==> config.mk <==
export PLATFORM = sky130hd
export DESIGN_NAME = expr_eval
export DESIGN_NICKNAME = d
export VERILOG_FILES = /design/src/rtl/expr_pkg.sv /design/src/rtl/expr_char_class.sv /design/src/rtl/expr_eval.sv
export SDC_FILE = /design/constraint.sdc
export NUM_CORES = 1
export LEC_CHECK = 0
export ABC_CLOCK_PERIOD_IN_PS = 5700
export CAP_MARGIN = 20
export CORE_ASPECT_RATIO = 0.5
export CORE_MARGIN = 5
export CORE_UTILIZATION = 60
export CTS_CLUSTER_DIAMETER = 100
export CTS_CLUSTER_SIZE = 8
export DETAILED_ROUTE_END_ITERATION = 8
export PLACE_DENSITY_LB_ADDON = 0.15
export SYNTH_ARGS = -nofsm -noshare
export SYNTH_HDL_FRONTEND = slang
export SYNTH_SLANG_ARGS = --single-unit
==> constraint.sdc <==
create_clock -name clk -period 5.7 [get_ports clk]
set_input_delay 0.855 -clock clk [delete_from_list [all_inputs] [get_ports clk]]
set_output_delay 0.855 -clock clk [all_outputs]
set_load 0.05 [all_outputs]
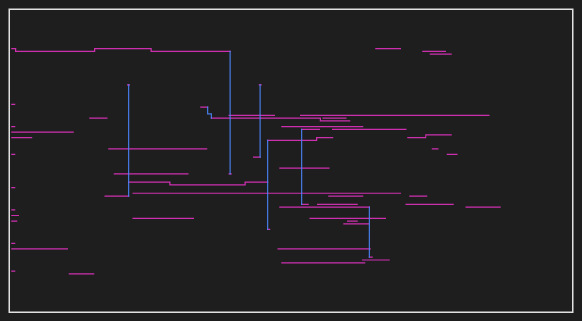
**Above:** run 1 (routed metal, one color a layer).
Two of the layers only.
color	layer	wire length
magenta	met3	615 um
blue	met4	131 um
routed len/inst: 15.9 um
GR Util All Layers: 24.2%
DRT Wirelength: 11,600 um
vias post-DR: 4,226

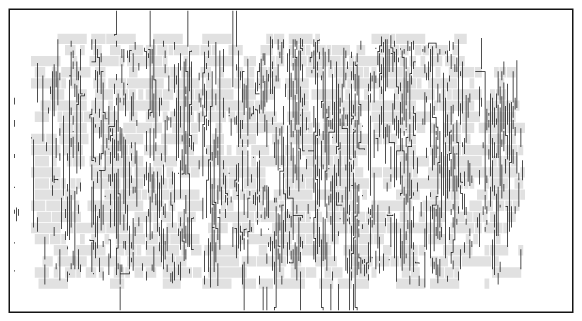
**Above:** run 1 (M2 wires).
Cells faint in the background.
wire length on this layer	5,020 um
share of all routed wire	43%
longest straight run	39.1 um
main direction	vertical
nets with wire on the layer	577
grt met2 use: 37.5%

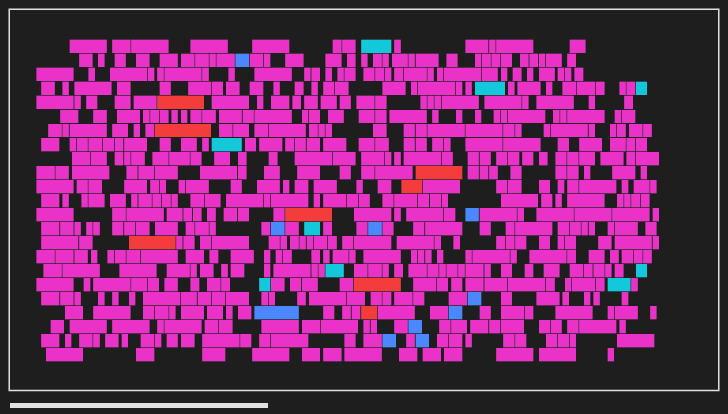
**Above:** run 1 (drive-strength map).
Scale bar: 50 um.
color	size	cells
blue	drive 3 to 4	10
cyan	drive 2	9
magenta	drive 1 or less	591
red	drive 6 and up	8
nonclk buf count: 38
Layout area overhead: 11.7%

==> out/results.txt, run 1 <==
Overall power -> 0.791 mW
Filler cells -> 659
Combinational cell power -> 0.0358 mW
Clock Root Buffer -> clkbuf_16
Seq cells post-synth -> 55
Final HPWL DP -> 8530 um
Power Clock -> 0.369 mW
Metal2 WL -> 5020 um
Routing usage on met1 -> 34.6%
Final min period -> 5.22 ns
Most frequent logic cell in the layout -> nand2_1
Share of layout cells above drive strength 1 -> 4.37%
Sequential power -> 0.386 mW
Mux cell area share after synthesis -> 0.822%
Sw frac -> 22.3%
Largest net degree at the start of global routing -> 33
Rows -> 23
Post-CTS setup repair buffer count -> 0
Post-CTS sizing -> 0
Logic share of the area -> 63.5%
Xor/xnor share -> 4.14%
Final worst path period share -> 91.6%
Dominant combinational family -> simple AND/OR/NAND/NOR gates
DR top layer -> met4
Post-synth top cells -> 68 x nand2_1, 56 x inv_1, 55 x dfxtp_1, 45 x and3_1, 40 x ha_1
Via density -> 5.79
Hold Vio Cnt, Final -> 0
Logic Gate Count -> 461
Drt initial violations -> 221
Type of the worst setup path -> in -> reg
Total negative slack -> 0 ns
Die Size -> 0.0101 mm2
GRT met3 Usage -> 4.92%
Max transition margin -> 39.5%
Inverters -> 56
Pwr Density -> 145 mW/mm2
Pre-CTS setup slack -> 0.261 ns
Status -> finished clean
Remaining DRCs -> 0
Nets -> 697
Sequential group share of total power -> 48.8%
R2r setup slk -> 1.68 ns
Placer Congestion -> 0.919
Finished Cell Area -> 0.00544 mm2
Pwr top -> sequential cells
Kind of end point of the critical path -> flip-flop
Total gr overflow -> 0
Tapcells inserted -> 112
CTS Sinks -> 55
Worst-Margin Slew -> 0.903 ns
Skew final -> 0.00685 ns
Simple-gate share of the synthesized area -> 25.4%
FF-to-FF path depth -> 13
Die Span Y -> 73.7 um
Logic area -> 0.00346 mm2
Hold depth -> 2
Yosys aoi share -> 18.4%
Clock network share of area -> 3.22%
First-pass GRT wire length -> 19,400 um
Logic pwr share -> 4.5%
Worst path required time -> 5.88 ns
CTS tree -> done
Number of enable flip-flop cells -> 0
Buffering overhead -> 6.57%
RSZ-0062 raised after global routing -> no
Post-Synthesis Net Count -> 678
Hold Path Class -> reg -> reg
Dominant Register Cell -> dfxtp_1
Top cells excl fill/tap -> 68 x nand2_1, 56 x inv_1, 55 x dfxtp_1
Leading cell kind -> multi-input combinational cells
Top Usage Layer GRT -> met2
CTS buffer count -> 5
Setup slack after layout -> 0.477 ns
Avg Synthesized Cell Area -> 8.15 um2
Die W -> 137 um
Core area -> 0.00794 mm2
Number of global-route vias before repair -> 4,050
Clock Pin Slew Worst Setup and Hold Paths -> 0.07 ns
Slew Viols, Final -> 0
Routed Antenna Nets -> 0
Seq/Total Area, Yosys -> 22.6%
Post-Route Hold Slack -> 0.468 ns
P_leak -> 2.43 nW
Maximum clock rate -> 0.191 GHz
VDD IR max -> 0.135 mV
Async S/R FF share, synth -> 0%
Clock power frac -> 46.7%
DR pass1 iterations -> 4
Initial antenna violation count -> 0
-- run 1: through the flow --
step | cells | util (%)
after floorplan | 598 | -
after global placement | 722 | 66.3
after detailed placement | 722 | 66.3
after CTS | 730 | 68.5
after global routing | 730 | 68.5
final | 730 | 68.5
-- run 1: critical path, stage by stage --
cell	delay [ns]
clkdlybuf4s50_1	0.45
nor3b_1	0.27
and3_1	0.28
and2_1	0.22
nand2_1	0.10
fa_1	0.54
inv_1	0.05
fa_1	0.53
ha_1	0.32
a21oi_1	0.24
o22ai_2	0.14
a211oi_1	0.38
o31a_1	0.31
o311ai_2	0.16
mux2i_1	0.14
nor4_1	0.36
nor3_1	0.07
**Run 1: met4 routing**

Scale bar: 50 um. Cells faint in the background.
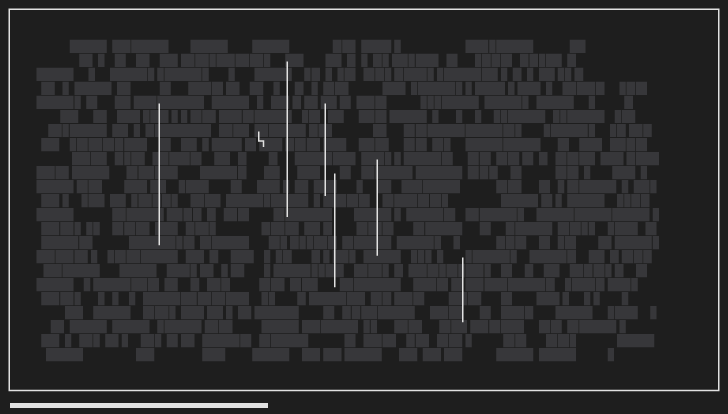

## Run 2: what changed since run 1
--- a/config.mk
+++ b/config.mk
@@ -6,8 +6,8 @@
 export NUM_CORES = 1
 export LEC_CHECK = 0
 export ABC_CLOCK_PERIOD_IN_PS = 5700
-export CAP_MARGIN = 20
-export CORE_ASPECT_RATIO = 0.5
+export CAP_MARGIN = 0
+export CORE_ASPECT_RATIO = 1.5
 export CORE_MARGIN = 5
 export CORE_UTILIZATION = 60
 export CTS_CLUSTER_DIAMETER = 100
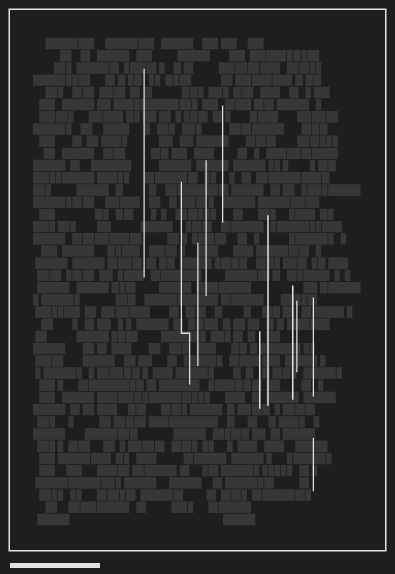
**Above:** run 2 (met4 routing).
Scale bar: 20 um. Cells faint in the background.
wire length on this layer	309 um
longest straight run	46.2 um
share of all routed wire	2.7%
nets with wire on the layer	10
main direction	vertical
DRT Wirelength: 11,400 um
vias post-DR: 4,250

==> run 2 against run 1 <==
Global-route usage shrank 0.68 points; utilization shrank 0.48 points; cell count shrank 1.2%; critical endpoint unchanged; highest routed layer unchanged.
==> out/results.txt, run 2 <==
Status -> finished clean
Slowest stage delay, CP -> 0.55 ns
Core area -> 0.00796 mm2
Die Size -> 0.0101 mm2
First-pass GRT wire length -> 19,700 um
Post-Synthesis Net Count -> 678
Avg Synthesized Cell Area -> 8.15 um2
Rows -> 40
Simple-gate share of the synthesized area -> 25.4%
Routed len/inst -> 15.9 um
Placer Congestion -> 0.864
Type of the worst setup path -> in -> reg
Total negative slack -> 0 ns
R2r setup slk -> 1.70 ns
Filler cells -> 664
Pre-CTS setup slack -> 0.106 ns
CTS buffer count -> 5
Number of global-route vias before repair -> 4,275
Xor/xnor share -> 4.14%
VDD IR max -> 0.213 mV
Worst path required time -> 5.88 ns
GRT met3 Usage -> 2.86%
Top Usage Layer GRT -> met2
DR pass1 iterations -> 4
Seq cells post-synth -> 55
Clock Pin Slew Worst Setup and Hold Paths -> 0.07 ns
Dominant combinational family -> simple AND/OR/NAND/NOR gates
Number of enable flip-flop cells -> 0
Clock Root Buffer -> clkbuf_16
Final core occ -> 68.1%
Final HPWL DP -> 8790 um
Post-synth top cells -> 68 x nand2_1, 56 x inv_1, 55 x dfxtp_1, 45 x and3_1, 40 x ha_1
Crit path depth -> 17
Final worst path period share -> 93.5%
Overall power -> 0.771 mW
Hold depth -> 2
Routed Antenna Nets -> 0
Post-route insts no fill -> 721
Max transition margin -> 19.9%
Grt met2 use -> 43.7%
Skew final -> 0.00470 ns
Die W -> 83.6 um
Mux cell area share after synthesis -> 0.822%
Finished Cell Area -> 0.00542 mm2
Seq/Total Area, Yosys -> 22.6%
Hold Path Class -> reg -> reg
Hold Vio Cnt, Final -> 0
CTS Sinks -> 55
Pwr Density -> 142 mW/mm2
Kind of end point of the critical path -> flip-flop
Async S/R FF share, synth -> 0%
Slowest cell on the critical path -> fa_1
FF-to-FF path depth -> 13
Setup slack after layout -> 0.369 ns
Layout area overhead -> 11.2%
Yosys aoi share -> 18.4%
Nets -> 696
Worst-Margin Slew -> 1.19 ns
RSZ-0062 raised after global routing -> no
Dpl cells -> 714
P_leak -> 2.42 nW
==> run 2: cell counts after synthesis <==
No cell type changed its count.
==> run 2: area by class of cell <==
type / count / share of cell area [%]
Inverter: 56 / 3.88
Clock buffer: 5 / 2.31
Multi-Input combinational cell: 461 / 63.9
Sequential cell: 55 / 20.3
Timing Repair Buffer: 37 / 6.47
Tap cell: 105 / 2.43
Clock inverter: 2 / 0.693
==> run 2: power breakdown <==
part | total, mW | internal, mW | switching, mW
registers | 0.386 | 0.385 | 0.00135
logic | 0.0364 | 0.0167 | 0.0197
clock network | 0.349 | 0.205 | 0.144
total | 0.771 | 0.606 | 0.165
==> run 2: repair_timing <==
item / in CTS / in global routing
endpoints found under the setup margin: 0 / 1
setup buffers: 0 / 0
hold buffers: 0 / 0
gates resized: 0 / 1
Power is estimated from default activity; no workload was simulated.
